--- config.mk ---
export PLATFORM = sky130hd
export DESIGN_NAME = mem_access_stage
export DESIGN_NICKNAME = d
export VERILOG_FILES = /design/src/rtl/mem_stage_pkg.sv /design/src/rtl/load_align_extend.sv /design/src/rtl/mem_access_stage.sv
export SDC_FILE = /design/constraint.sdc
export NUM_CORES = 1
export LEC_CHECK = 0
export CAP_MARGIN = 5
export CORE_ASPECT_RATIO = 0.7
export CORE_MARGIN = 1
export CORE_UTILIZATION = 39
export CTS_CLUSTER_DIAMETER = 80
export CTS_CLUSTER_SIZE = 14
export DETAILED_ROUTE_END_ITERATION = 16
export HOLD_SLACK_MARGIN = 0.03
export PLACE_DENSITY = 0.73
export SYNTH_ARGS = -nofsm -noshare
export SYNTH_HDL_FRONTEND = slang
export SYNTH_SLANG_ARGS = --single-unit
--- constraint.sdc ---
create_clock -name clock -period 12.49 [get_ports clock]
set_input_delay 3.1225 -clock clock [delete_from_list [all_inputs] [get_ports clock]]
set_output_delay 3.1225 -clock clock [all_outputs]
set_load 0.005 [all_outputs]
--- src/rtl/mem_stage_pkg.sv ---
// Shared definitions for the memory-access stage: RV32I funct3 encodings, FSM states,
// and helpers for access legality, store byte enables and store lane replication.
package mem_stage_pkg;

    localparam logic [2:0] F3_LB  = 3'b000;
    localparam logic [2:0] F3_LH  = 3'b001;
    localparam logic [2:0] F3_LW  = 3'b010;
    localparam logic [2:0] F3_LBU = 3'b100;
    localparam logic [2:0] F3_LHU = 3'b101;
    localparam logic [2:0] F3_SB  = 3'b000;
    localparam logic [2:0] F3_SH  = 3'b001;
    localparam logic [2:0] F3_SW  = 3'b010;

    localparam int unsigned DEFAULT_TIMEOUT_CYCLES = 255;

    typedef enum logic [1:0] {
        IDLE,
        REQ,
        WAIT,
        DONE
    } mem_state_t;

    // Stores share the load size encoding, so 100/101 behave as byte/half stores.
    function automatic logic access_illegal(input logic [2:0] funct3, input logic [1:0] addr);
        logic illegal;
        case (funct3)
            F3_LB, F3_LBU: illegal = 1'b0;
            F3_LH, F3_LHU: illegal = addr[0];
            F3_LW:         illegal = |addr;
            default:       illegal = 1'b1;
        endcase
        return illegal;
    endfunction

    function automatic logic [3:0] byte_enables(input logic [2:0] funct3, input logic [1:0] addr);
        logic [3:0] be;
        case (funct3[1:0])
            F3_SB[1:0]: be = 4'b0001 << addr;
            F3_SH[1:0]: be = 4'b0011 << addr;
            F3_SW[1:0]: be = 4'b1111;
            default:    be = 4'b1111;
        endcase
        return be;
    endfunction

    function automatic logic [31:0] store_lanes(input logic [2:0] funct3, input logic [31:0] data);
        logic [31:0] lanes;
        case (funct3[1:0])
            F3_SB[1:0]: lanes = {4{data[7:0]}};
            F3_SH[1:0]: lanes = {2{data[15:0]}};
            default:    lanes = data;
        endcase
        return lanes;
    endfunction

endpackage

--- src/rtl/load_align_extend.sv ---
// Combinational load-data aligner: picks the addressed byte/half lane from a bus
// word and sign- or zero-extends it according to the RV32I load funct3.
module load_align_extend
    import mem_stage_pkg::*;
(
    input  logic [31:0] rdata,
    input  logic [1:0]  addr,
    input  logic [2:0]  funct3,
    output logic [31:0] data
);

    logic [7:0]  byte_lane;
    logic [15:0] half_lane;

    always_comb begin
        byte_lane = rdata[7:0];
        case (addr)
            2'd0: byte_lane = rdata[7:0];
            2'd1: byte_lane = rdata[15:8];
            2'd2: byte_lane = rdata[23:16];
            2'd3: byte_lane = rdata[31:24];
            default: byte_lane = rdata[7:0];
        endcase
        half_lane = addr[1] ? rdata[31:16] : rdata[15:0];

        case (funct3)
            F3_LB:   data = {{24{byte_lane[7]}}, byte_lane};
            F3_LBU:  data = {24'h0, byte_lane};
            F3_LH:   data = {{16{half_lane[15]}}, half_lane};
            F3_LHU:  data = {16'h0, half_lane};
            default: data = rdata;
        endcase
    end

endmodule

--- src/rtl/mem_access_stage.sv ---
// RV32I memory-access stage: turns EX loads/stores into req/gnt/rvalid bus transactions,
// stalling the front end meanwhile. Define MEM_TIMEOUT_EN to add a bus-wait watchdog.
module mem_access_stage
    import mem_stage_pkg::*;
#(
    parameter int unsigned TIMEOUT_CYCLES = DEFAULT_TIMEOUT_CYCLES
) (
    input  logic        clock,
    input  logic        reset,
    input  logic        ex_valid,
    input  logic        ex_memread,
    input  logic        ex_memwrite,
    input  logic [2:0]  ex_funct3,
    input  logic [31:0] ex_alu_result,
    input  logic [31:0] ex_store_data,
    input  logic [4:0]  ex_rd,
    input  logic        ex_regwrite,
    input  logic        ex_memtoreg,
    output logic        regwrite_out,
    output logic        memtoreg_out,
    output logic [31:0] alu_result_out,
    output logic [31:0] mem_data_out,
    output logic [4:0]  rd_out,
    output logic        stall_out,
    output logic        access_fault_out,
    output logic        dmem_req,
    output logic        dmem_we,
    output logic [3:0]  dmem_be,
    output logic [31:0] dmem_addr,
    output logic [31:0] dmem_wdata,
    input  logic        dmem_gnt,
    input  logic        dmem_rvalid,
    input  logic [31:0] dmem_rdata
);

    mem_state_t  state;
    mem_state_t  next_state;

    logic [2:0]  hold_funct3;
    logic [31:0] hold_addr;
    logic [31:0] hold_store_data;
    logic [4:0]  hold_rd;
    logic        hold_regwrite;
    logic        hold_memtoreg;
    logic        hold_load;
    logic [31:0] hold_data;

    logic        ex_memop;
    logic        ex_illegal;
    logic        start_access;
    logic        timeout;
    logic [31:0] ext_data;

    assign ex_memop     = ex_valid && (ex_memread || ex_memwrite);
    assign ex_illegal   = access_illegal(ex_funct3, ex_alu_result[1:0]);
    assign start_access = (state == IDLE) && ex_memop && !ex_illegal;

    load_align_extend u_align (
        .rdata  (dmem_rdata),
        .addr   (hold_addr[1:0]),
        .funct3 (hold_funct3),
        .data   (ext_data)
    );

`ifdef MEM_TIMEOUT_EN
    localparam int CNT_W = ($clog2(TIMEOUT_CYCLES + 1) > 8) ? $clog2(TIMEOUT_CYCLES + 1) : 8;

    logic [CNT_W-1:0] wait_cnt;
    logic             bus_wait;
    logic             wait_entry;

    assign bus_wait   = (state == REQ) || (state == WAIT);
    assign wait_entry = ((state == IDLE) && (next_state == REQ)) ||
                        ((state == REQ) && (next_state == WAIT));
    assign timeout    = bus_wait && (wait_cnt == CNT_W'(TIMEOUT_CYCLES));

    always_ff @(posedge clock or posedge reset) begin
        if (reset) begin
            wait_cnt <= '0;
        end else if (wait_entry) begin
            wait_cnt <= '0;
        end else if (bus_wait) begin
            wait_cnt <= wait_cnt + CNT_W'(1);
        end
    end
`else
    assign timeout = 1'b0;
`endif

    always_ff @(posedge clock or posedge reset) begin
        if (reset) begin
            state <= IDLE;
        end else begin
            state <= next_state;
        end
    end

    // Both memread and memwrite set counts as a load.
    always_ff @(posedge clock or posedge reset) begin
        if (reset) begin
            hold_funct3     <= '0;
            hold_addr       <= '0;
            hold_store_data <= '0;
            hold_rd         <= '0;
            hold_regwrite   <= 1'b0;
            hold_memtoreg   <= 1'b0;
            hold_load       <= 1'b0;
            hold_data       <= '0;
        end else if (start_access) begin
            hold_funct3     <= ex_funct3;
            hold_addr       <= ex_alu_result;
            hold_store_data <= ex_store_data;
            hold_rd         <= ex_rd;
            hold_regwrite   <= ex_regwrite;
            hold_memtoreg   <= ex_memtoreg;
            hold_load       <= ex_memread;
            hold_data       <= '0;
        end else if ((state == WAIT) && (next_state == DONE)) begin
            hold_data       <= ext_data;
        end
    end

    always_comb begin
        next_state = state;
        unique case (state)
            IDLE: if (start_access) next_state = REQ;
            REQ: begin
                if (timeout)       next_state = IDLE;
                else if (dmem_gnt) next_state = hold_load ? WAIT : DONE;
            end
            WAIT: begin
                if (timeout)          next_state = IDLE;
                else if (dmem_rvalid) next_state = DONE;
            end
            DONE: next_state = IDLE;
            default: next_state = IDLE;
        endcase
    end

    // Outputs are forced low while reset is held, since IDLE is otherwise a pass-through.
    always_comb begin
        regwrite_out     = 1'b0;
        memtoreg_out     = 1'b0;
        alu_result_out   = '0;
        mem_data_out     = '0;
        rd_out           = '0;
        stall_out        = 1'b0;
        access_fault_out = 1'b0;
        dmem_req         = 1'b0;
        dmem_we          = 1'b0;
        dmem_be          = '0;
        dmem_addr        = '0;
        dmem_wdata       = '0;
        if (!reset) begin
            unique case (state)
                IDLE: begin
                    memtoreg_out   = ex_memtoreg;
                    alu_result_out = ex_alu_result;
                    rd_out         = ex_rd;
                    if (!ex_memop) begin
                        regwrite_out = ex_regwrite && ex_valid;
                    end else if (ex_illegal) begin
                        access_fault_out = 1'b1;
                    end else begin
                        stall_out = 1'b1;
                    end
                end
                REQ: begin
                    memtoreg_out   = hold_memtoreg;
                    alu_result_out = hold_addr;
                    rd_out         = hold_rd;
                    if (timeout) begin
                        access_fault_out = 1'b1;
                    end else begin
                        stall_out  = 1'b1;
                        dmem_req   = 1'b1;
                        dmem_we    = !hold_load;
                        dmem_be    = byte_enables(hold_funct3, hold_addr[1:0]);
                        dmem_addr  = {hold_addr[31:2], 2'b00};
                        dmem_wdata = hold_load ? 32'h0 : store_lanes(hold_funct3, hold_store_data);
                    end
                end
                WAIT: begin
                    memtoreg_out   = hold_memtoreg;
                    alu_result_out = hold_addr;
                    rd_out         = hold_rd;
                    if (timeout) begin
                        access_fault_out = 1'b1;
                    end else begin
                        stall_out = 1'b1;
                    end
                end
                DONE: begin
                    regwrite_out   = hold_regwrite && hold_load;
                    memtoreg_out   = hold_memtoreg;
                    alu_result_out = hold_addr;
                    rd_out         = hold_rd;
                    mem_data_out   = hold_data;
                end
                default: ;
            endcase
        end
    end

endmodule

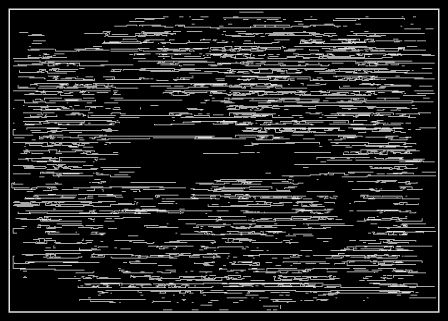
Fig. 1. Signal wires on met1.
- main direction: horizontal
- share of all routed wire: 47%
- wire length on this layer: 9,990 um
routed vias: 6,282
M1 GR Usage: 35.03%
Post-Route WL: 21.39 mm

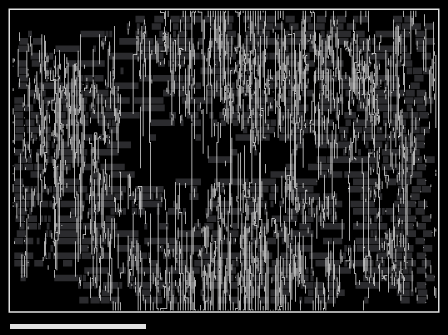
Fig. 2. The metal 2 layer.
Scale bar: 50 um. Cells faint in the background.
- nets with wire on the layer: 854
- share of all routed wire: 44%
- main direction: vertical
- wire length on this layer: 9,340 um
- longest straight run: 68.7 um
grt met2 use: 37.52%

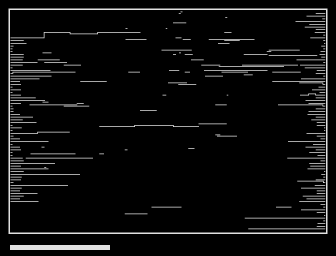
Fig. 3. The metal 3 layer.
Scale bar: 50 um.
- nets with wire on the layer: 182
- wire length on this layer: 1,720 um
- longest straight run: 39.8 um
- main direction: horizontal
- share of all routed wire: 8.0%
met3 global-route usage: 5.747%

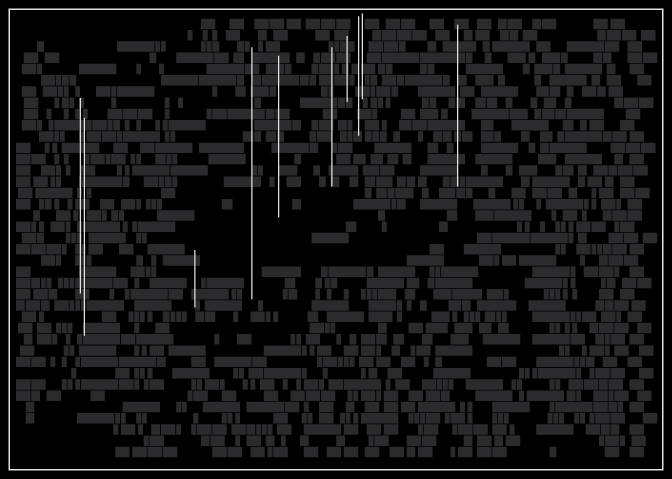
Fig. 4. Metal 4.
Cells faint in the background.
- wire length on this layer: 349 um
- nets with wire on the layer: 10
- main direction: vertical
- share of all routed wire: 1.6%

==> flow_summary_export.csv <==
group,metric,value,unit
status,status,"finished, final reports clean",
sta,max_freq,108.3,MHz
route,drtAntennaViolNets,0,
synthesis,synthAdderAreaFrac,0.9484,%
critical_path,cp.buffers_inverters,5,
clocking,clkSinkCount,109,
global_route,grt_pass1_vias,5895,
hold_path,hold_depth,2,
synthesis,edf_count,0,
route,viasPerCell,5.034,
sta,fin_hold_ws,0.4749,ns
global_route,grt_usage,24.59,%
route,post_drt_wl_per_cell,17.14,um
synthesis,synthDistinctLibCells,52,
synthesis,xor_share,0,%
synthesis,synthArstFlopShare,100.0,%
critical_path,reg2reg_slack,9.77,ns
clocking,cts_setup_buffers,0,
critical_path,critPathKind,"in2out",
hold_path,hold_class,"reg2reg",
sta,tns,0,ns
synthesis,syn_avg_cell_area,8.154,um^2
final_layout,stdcell_count,1248,
sta,drv_slew,0,
critical_path,path_delay_family,"buffers and inverters",
power_and_ir_drop,p_sw_share,41.34,%
sta,hold_viol_final,0,
route,drtPass1Iterations,5,
floorplan,die-area,17450,um^2
final_layout,finalInstanceArea,9433,um^2
sta,finalCriticalPeriod,9.232,ns
global_route,grt_pass1_wl,33.42,mm
sta,grt_setup_unrepaired,"no",
final_layout,num_antenna_cells,0,
critical_path,cp_cell_sequence,"buf_2 > inv_4 > nand2_1 > inv_1 > nand2b_1 > inv_2 > and2_1 > clkdlybuf4s50_1",
hold_path,min_to,"hold_rd[3]",
sta,tightest_slew,1.079,ns
synthesis,top_logic_kind,"simple AND/OR/NAND/NOR gates",
final_layout,drive_gt1_share,5.083,%
critical_path,worstPathArrival,6.11,ns
clocking,cts_hold_buffers,0,
power_and_ir_drop,pwr-share-clk,15.2,%
critical_path,ff2ff_path_depth,7,
synthesis,ys_warn_count,0,
floorplan,coreArea,16440,um^2
synthesis,synth_area,6596,um^2
critical_path,critPathMaxFanout,43,
power_and_ir_drop,power_frac_seq,35.2,%
synthesis,synthMuxAreaShare,9.731,%
[synth_stat cells, types with 2 or more instances]
library cell / count / area share (%)
o31ai_2: 14 / 2.7
nand2b_1: 4 / 0.38
mux2i_1: 63 / 9.6
a22o_1: 2 / 0.27
a21oi_1: 50 / 3.8
a221oi_1: 7 / 0.93
inv_1: 8 / 0.46
o31ai_1: 4 / 0.46
nor2_1: 78 / 4.4
buf_2: 26 / 2.0
clkbuf_1: 22 / 1.3
inv_2: 2 / 0.11
o21ai_0: 18 / 1.4
nor3_1: 2 / 0.15
dfrtp_1: 109 / 41
buf_6: 4 / 0.68
nor2b_1: 5 / 0.47
ha_1: 5 / 0.95
and2_1: 70 / 6.6
nand3_1: 26 / 2.0
buf_4: 9 / 1.0
nand2_1: 244 / 14
a211oi_1: 8 / 0.91
[area by class of cell]
| class | instances | area [um^2] |
|---|---|---|
| inverter | 10 | 40.04 |
| sequential | 109 | 2729 |
| multi-input combinational | 628 | 3508 |
| timing repair buffer | 260 | 2580 |
| clock buffer | 11 | 232.7 |
| clock inverter | 5 | 61.31 |
| tap | 225 | 281.5 |
| fill | 1512 | 7012 |
[worst min-delay path: cells and delay by family (launching register included)]
family / cells / cell delay (ns)
simple gates: 2 / 0.10
flops: 1 / 0.34
[how the worst max path moves through the flow]
stage               slack (ns)              to
global route              2.89   dmem_wdata[2]
detailed placement        3.24   dmem_wdata[5]
CTS                       3.23   dmem_wdata[5]
global placement          3.35   dmem_wdata[3]
finish                    3.26   dmem_wdata[2]
floorplan                 3.93  dmem_wdata[12]
[state kept, by name (all words and copies together) (netlist names)]
register	cells
hold_addr	32
hold_data	32
hold_funct3	3
hold_load	1
hold_memtoreg	1
hold_rd	5
hold_regwrite	1
hold_store_data	32
state	2
[power groups by stage]
stage	Sequential (mW)	Combinational (mW)	Clock (mW)
6_report	0.662	0.934	0.286
3_3_place_gp	0.663	0.924	0
5_1_grt	0.684	1.04	0.305
2_1_floorplan	0.587	0.656	0
3_5_place_dp	0.668	0.936	0
4_1_cts	0.662	0.939	0.294
[routing by layer]
layer / wire (um) / GRT usage, % / share of wire (%)
met2: 9335 / 37.52 / 44
met3: 1717 / 5.747 / 8.0
met1: 9988 / 35.03 / 47
met4: 348 / 5.825 / 1.6
met5: 0 / 0 / 0
[cells by family after synthesis]
group                    Yosys count
AND/OR/NAND/NOR                  439
multiplexers                      64
AND-OR/OR-AND                    118
buffers and inverters             73
adder cells (fa/ha/maj)            5
flip-flops                       109
other                              1
[metrics by stage]
stage | power, mW | utilization [%]
2_1_floorplan | 1.242 | -
3_3_place_gp | 1.587 | 55.57
3_5_place_dp | 1.603 | 55.57
4_1_cts | 1.894 | 57.36
5_1_grt | 2.027 | 57.36
6_report | 1.882 | 57.36
Power and IR drop assume default switching activity.
